===== config.mk =====
export PLATFORM = sky130hd
export DESIGN_NAME = m5_query_responder_flat
export DESIGN_NICKNAME = d
export VERILOG_FILES = /design/src/rtl/m5_query_responder_pkg.sv /design/src/rtl/m5_query_responder_if.sv /design/src/rtl/m5_query_responder_topk_min_select.sv /design/src/rtl/m5_query_responder.sv /design/src/flat_wrapper.sv
export SDC_FILE = /design/constraint.sdc
export NUM_CORES = 2
export LEC_CHECK = 0
export CAP_MARGIN = 20
export CORE_ASPECT_RATIO = 1.1
export CORE_MARGIN = 2
export CORE_UTILIZATION = 40
export DETAILED_ROUTE_END_ITERATION = 8
export PLACE_DENSITY = 0.54
export SLEW_MARGIN = 20
export SYNTH_ARGS = -nofsm -noshare
export SYNTH_HDL_FRONTEND = slang
export SYNTH_SLANG_ARGS = --single-unit

===== constraint.sdc =====
create_clock -name clk -period 21.2 [get_ports clk]
set_input_delay 2.12 -clock clk [delete_from_list [all_inputs] [get_ports clk]]
set_output_delay 2.12 -clock clk [all_outputs]
set_load 0.005 [all_outputs]

===== src/rtl/m5_query_responder_pkg.sv =====
// Shared types for the M5 query responder: command codes, table entry layout
// and the responder FSM states.
package m5_query_pkg;

  localparam int ADDR_W = 28;
  localparam int CNT_W  = 13;
  localparam int CMD_W  = 4;

  typedef enum logic [CMD_W-1:0] {
    NOP         = 4'd0,
    QUERY       = 4'd1,
    CLEAR       = 4'd2,
    QUERY_CLEAR = 4'd3
  } query_cmd_e;

  typedef struct packed {
    logic              valid;
    logic [ADDR_W-1:0] addr;
    logic [CNT_W-1:0]  cnt;
  } topk_entry_t;

  typedef enum logic {
    IDLE,
    STREAM
  } resp_state_e;

endpackage


===== src/rtl/m5_query_responder_if.sv =====
// Query, migration-address and hotness-update channels between a query
// controller / hotness tracker (master) and the responder (slave).
interface m5_query_responder_if #(
  parameter int ADDR_SIZE = 28,
  parameter int CNT_SIZE  = 13,
  parameter int CMD_WIDTH = 4
);
  logic                 query_en;
  logic [CMD_WIDTH-1:0] query_cmd;
  logic                 query_ready;
  logic                 mig_addr_en;
  logic [ADDR_SIZE-1:0] mig_addr;
  logic                 mig_addr_ready;
  logic                 upd_en;
  logic [ADDR_SIZE-1:0] upd_addr;
  logic [CNT_SIZE-1:0]  upd_cnt;
  logic                 upd_ready;

  modport master (
    output query_en, query_cmd, mig_addr_ready, upd_en, upd_addr, upd_cnt,
    input  query_ready, mig_addr_en, mig_addr, upd_ready
  );

  modport slave (
    input  query_en, query_cmd, mig_addr_ready, upd_en, upd_addr, upd_cnt,
    output query_ready, mig_addr_en, mig_addr, upd_ready
  );
endinterface


===== src/rtl/m5_query_responder_topk_min_select.sv =====
// Combinational argmin over the table counts (lowest index wins a tie), plus
// the lowest-index invalid slot used when inserting a new address.
module topk_min_select
  import m5_query_pkg::*;
#(
  parameter int TOP_K      = 5,
  parameter int TOP_K_BITS = 3
) (
  input  topk_entry_t           entries [TOP_K],
  output logic [TOP_K_BITS-1:0] min_idx,
  output logic [CNT_W-1:0]      min_cnt,
  output logic                  has_free,
  output logic [TOP_K_BITS-1:0] free_idx
);

  // NOTE: every output gets a default before the loops so no latch is inferred.
  always_comb begin
    min_idx  = '0;
    min_cnt  = entries[0].cnt;
    has_free = 1'b0;
    free_idx = '0;
    // Strict less-than keeps the earlier slot on equal counts.
    for (int i = 1; i < TOP_K; i++) begin
      if (entries[i].cnt < min_cnt) begin
        min_cnt = entries[i].cnt;
        min_idx = TOP_K_BITS'(i);
      end
    end
    for (int i = 0; i < TOP_K; i++) begin
      if (!has_free && !entries[i].valid) begin
        has_free = 1'b1;
        free_idx = TOP_K_BITS'(i);
      end
    end
  end

endmodule


===== src/rtl/m5_query_responder.sv =====
// Top-K hot-address responder: maintains the table from tracker updates and
// streams valid addresses in slot order in answer to query commands.
module m5_query_responder
  import m5_query_pkg::*;
#(
  parameter int TOP_K      = 5,
  parameter int TOP_K_BITS = 3,
  parameter int ADDR_SIZE  = ADDR_W,
  parameter int CNT_SIZE   = CNT_W,
  parameter int CMD_WIDTH  = CMD_W
) (
  input logic                  clk,
  input logic                  rst,
  m5_query_responder_if.slave  bus
);

  resp_state_e           state;
  logic                  init_done;
  logic                  clr_mode;
  logic [TOP_K_BITS-1:0] ptr;
  topk_entry_t           tbl [TOP_K];

  logic [CMD_WIDTH-1:0]  cmd;
  logic [ADDR_SIZE-1:0]  upd_addr;
  logic [CNT_SIZE-1:0]   upd_cnt;
  logic                  idle_ok, query_fire, upd_fire, start_stream, clear_fire;
  logic                  found, more, beat;
  logic [TOP_K_BITS-1:0] found_idx;
  logic                  match;
  logic [TOP_K_BITS-1:0] match_idx;
  logic [TOP_K_BITS-1:0] min_idx, free_idx;
  logic [CNT_W-1:0]      min_cnt;
  logic                  has_free;

  assign cmd          = bus.query_cmd;
  assign upd_addr     = bus.upd_addr;
  assign upd_cnt      = bus.upd_cnt;
  assign idle_ok      = init_done && (state == IDLE);
  assign query_fire   = bus.query_en && idle_ok;
  assign upd_fire     = bus.upd_en && idle_ok;
  assign start_stream = query_fire && (cmd == QUERY || cmd == QUERY_CLEAR);
  assign clear_fire   = query_fire && (cmd == CLEAR);

  // Priority search from ptr; 'more' flags a second valid slot behind the hit,
  // which lets the FSM leave STREAM right after the final handshake.
  always_comb begin
    found     = 1'b0;
    found_idx = '0;
    more      = 1'b0;
    for (int i = 0; i < TOP_K; i++) begin
      if (tbl[i].valid && TOP_K_BITS'(i) >= ptr) begin
        if (found) begin
          more = 1'b1;
        end else begin
          found     = 1'b1;
          found_idx = TOP_K_BITS'(i);
        end
      end
    end
  end

  always_comb begin
    match     = 1'b0;
    match_idx = '0;
    for (int i = 0; i < TOP_K; i++) begin
      if (!match && tbl[i].valid && tbl[i].addr == upd_addr) begin
        match     = 1'b1;
        match_idx = TOP_K_BITS'(i);
      end
    end
  end

  topk_min_select #(
    .TOP_K      (TOP_K),
    .TOP_K_BITS (TOP_K_BITS)
  ) u_min_select (
    .entries  (tbl),
    .min_idx  (min_idx),
    .min_cnt  (min_cnt),
    .has_free (has_free),
    .free_idx (free_idx)
  );

  assign bus.query_ready = idle_ok;
  assign bus.upd_ready   = idle_ok;
  assign bus.mig_addr_en = (state == STREAM) && found;
  assign bus.mig_addr    = bus.mig_addr_en ? tbl[found_idx].addr : '0;
  assign beat            = bus.mig_addr_en && bus.mig_addr_ready;

  always_ff @(posedge clk or posedge rst) begin
    if (rst) begin
      state     <= IDLE;
      init_done <= 1'b0;
      clr_mode  <= 1'b0;
      ptr       <= '0;
    end else begin
      init_done <= 1'b1;
      case (state)
        IDLE: begin
          if (start_stream) begin
            state    <= STREAM;
            ptr      <= '0;
            clr_mode <= (cmd == QUERY_CLEAR);
          end
        end
        STREAM: begin
          if (!found) begin
            state <= IDLE;
          end else if (beat) begin
            ptr <= found_idx + 1'b1;
            if (!more) state <= IDLE;
          end
        end
        default: state <= IDLE;
      endcase
    end
  end

  // NOTE: the table is a handful of registers that must come up empty, so it
  // takes the async reset like any other state rather than being left as RAM.
  always_ff @(posedge clk or posedge rst) begin
    if (rst) begin
      for (int i = 0; i < TOP_K; i++) tbl[i] <= '0;
    end else if (clear_fire) begin
      for (int i = 0; i < TOP_K; i++) tbl[i].valid <= 1'b0;
    end else begin
      if (upd_fire) begin
        if (match) begin
          if (upd_cnt > tbl[match_idx].cnt) tbl[match_idx].cnt <= upd_cnt;
        end else if (has_free) begin
          tbl[free_idx] <= '{valid: 1'b1, addr: upd_addr, cnt: upd_cnt};
        end else if (upd_cnt > min_cnt) begin
          tbl[min_idx] <= '{valid: 1'b1, addr: upd_addr, cnt: upd_cnt};
        end
      end
      if (beat && clr_mode) tbl[found_idx].valid <= 1'b0;
    end
  end

endmodule


===== src/flat_wrapper.sv =====
// flat-port wrapper written by rule: the top's interface ports become plain ports
module m5_query_responder_flat import m5_query_pkg::*;
#(
  parameter int TOP_K      = 5,
  parameter int TOP_K_BITS = 3,
  parameter int ADDR_SIZE  = ADDR_W,
  parameter int CNT_SIZE   = CNT_W,
  parameter int CMD_WIDTH  = CMD_W
)
  (clk, rst, bus_query_en, bus_query_cmd, bus_mig_addr_ready, bus_upd_en, bus_upd_addr, bus_upd_cnt, bus_query_ready, bus_mig_addr_en, bus_mig_addr, bus_upd_ready);
  m5_query_responder_if #(.ADDR_SIZE(ADDR_SIZE), .CNT_SIZE(CNT_SIZE), .CMD_WIDTH(CMD_WIDTH)) bus_i ();
  input logic clk;
  input logic rst;
  input wire logic [$bits(bus_i.query_en)-1:0] bus_query_en;
  input wire logic [$bits(bus_i.query_cmd)-1:0] bus_query_cmd;
  input wire logic [$bits(bus_i.mig_addr_ready)-1:0] bus_mig_addr_ready;
  input wire logic [$bits(bus_i.upd_en)-1:0] bus_upd_en;
  input wire logic [$bits(bus_i.upd_addr)-1:0] bus_upd_addr;
  input wire logic [$bits(bus_i.upd_cnt)-1:0] bus_upd_cnt;
  output wire logic [$bits(bus_i.query_ready)-1:0] bus_query_ready;
  output wire logic [$bits(bus_i.mig_addr_en)-1:0] bus_mig_addr_en;
  output wire logic [$bits(bus_i.mig_addr)-1:0] bus_mig_addr;
  output wire logic [$bits(bus_i.upd_ready)-1:0] bus_upd_ready;
  assign bus_i.query_en = bus_query_en;
  assign bus_i.query_cmd = bus_query_cmd;
  assign bus_i.mig_addr_ready = bus_mig_addr_ready;
  assign bus_i.upd_en = bus_upd_en;
  assign bus_i.upd_addr = bus_upd_addr;
  assign bus_i.upd_cnt = bus_upd_cnt;
  assign bus_query_ready = bus_i.query_ready;
  assign bus_mig_addr_en = bus_i.mig_addr_en;
  assign bus_mig_addr = bus_i.mig_addr;
  assign bus_upd_ready = bus_i.upd_ready;
  m5_query_responder #(.TOP_K(TOP_K), .TOP_K_BITS(TOP_K_BITS), .ADDR_SIZE(ADDR_SIZE), .CNT_SIZE(CNT_SIZE), .CMD_WIDTH(CMD_WIDTH)) u_core (.clk(clk), .rst(rst), .bus(bus_i));
endmodule

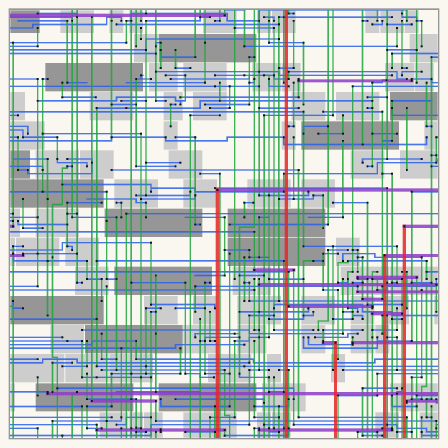
**Above:** zoomed window.
Region (28, 139) to (68, 179) um. Cells in gray, sequential cells in the stronger gray; small squares are vias.
Key: metal 3 = purple; metal 1 = blue; metal 2 = green; metal 4 = red
Sequential cells in the window: 12. Most frequent: nand2_1 (16), mux2_2 (12), dfrtp_1 (12). 88 logic cells have their middle in the window.

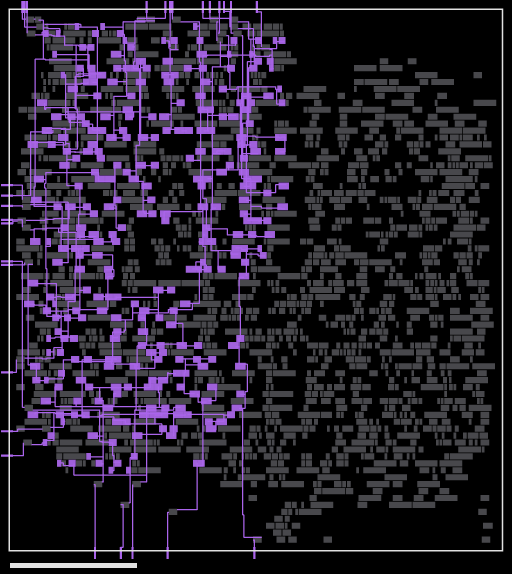
**Above:** port wiring.
Scale bar: 50 um.
Key: `bus_upd_addr` = purple [bits 28, direction input, end cells 311, buffers 30, wire 3830 um]
I/O pins: 81
# port buffers: 80

==> results.sh <==
# physical design summary
export IMPL_dpl_cell_area_um2=16900
export IMPL_synthTopCellsByCount="dfrtp_1, nand2_1, mux2_2"
export IMPL_place_ws_ns=7.09
export IMPL_clock_insertion_delay_worst_skew_ns=0.57
export IMPL_taps=507
export IMPL_setup_ws_ns=6.92
export IMPL_synth_cell_types=68
export IMPL_netlist_area_leader_share=0.344
export IMPL_slowest_delay_ns=0.82
export IMPL_comb_area_frac=0.539
export IMPL_topCombFamilyByArea="simple AND/OR/NAND/NOR gates"
export IMPL_worst_clock_skew_ns=0.0170
export IMPL_warnings=26
export IMPL_min_path_cells=1
export IMPL_cts_max_level=1
export IMPL_async_flop_share=1.00
export IMPL_ys_area_um2=15700
export IMPL_fin_area_um2=17800
export IMPL_final_util=0.456
export IMPL_reg2reg_setup_slack_ns=6.92
export IMPL_place_congestion=0.926
export IMPL_most_common_layout_cells="dfrtp_1, nand2_1, mux2_2"
export IMPL_status="completed"
export IMPL_num_rows=76
export IMPL_drv_cap=0
export IMPL_tightestPinTransition_ns=0.995
export IMPL_top_cell="dfrtp_1"
export IMPL_n_all_inverters=54
export IMPL_grt_pass1_vias=13500
export IMPL_die_w_um=193
export IMPL_rsz0062_at_grt="false"
export IMPL_nets=1857
export IMPL_viasPerCell=5.99
export IMPL_postCtsSetupRepairBufs=0
export IMPL_ys_ff=216
export IMPL_ant_nets=0
export IMPL_cts_root_buffer_cell="clkbuf_16"
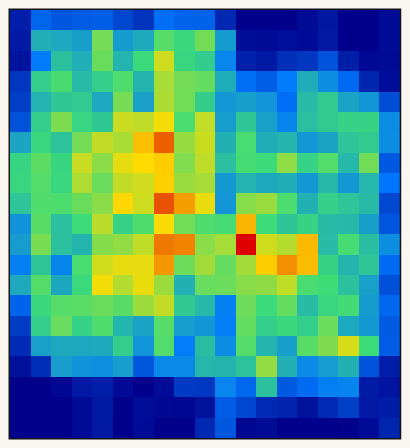
**Above:** wiring heat map.
The die is cut into 19 by 21 equal tiles; dark blue is low, red is high, scaled to the fullest tile. Values are wire area over tile area, all layers added.
The fullest tile reaches 0.57. The mean over all tiles is 0.21. 31% of the tiles are over half the peak. The densest ninth of the die: center. 7.5% of the tiles are nearly empty.
Total GRT Usage: 0.269
Wirelength per Cell: 24.3 um
vias: 13600
WL final: 55000 um

==> routing by layer <==
| metal | global-route usage | wire length, um | up-vias |
|---|---|---|---|
| li1 | - | - | 6263 |
| met1 | 0.326 | 22500 | 6781 |
| met2 | 0.489 | 28200 | 427 |
| met3 | 0.0320 | 2370 | 95 |
| met4 | 0.0938 | 2010 | 0 |
| met5 | 0 | 0 | - |
==> critical path, delay by kind of cell (launching register included) <==
kind                     cells  cell delay [ns]
buffers and inverters        4             1.25
AND-OR/OR-AND               21             5.80
flip-flops                   1             0.40
AND/OR/NAND/NOR             17             4.00
multiplexers                 3             1.13
adder cells (fa/ha/maj)      5             1.53
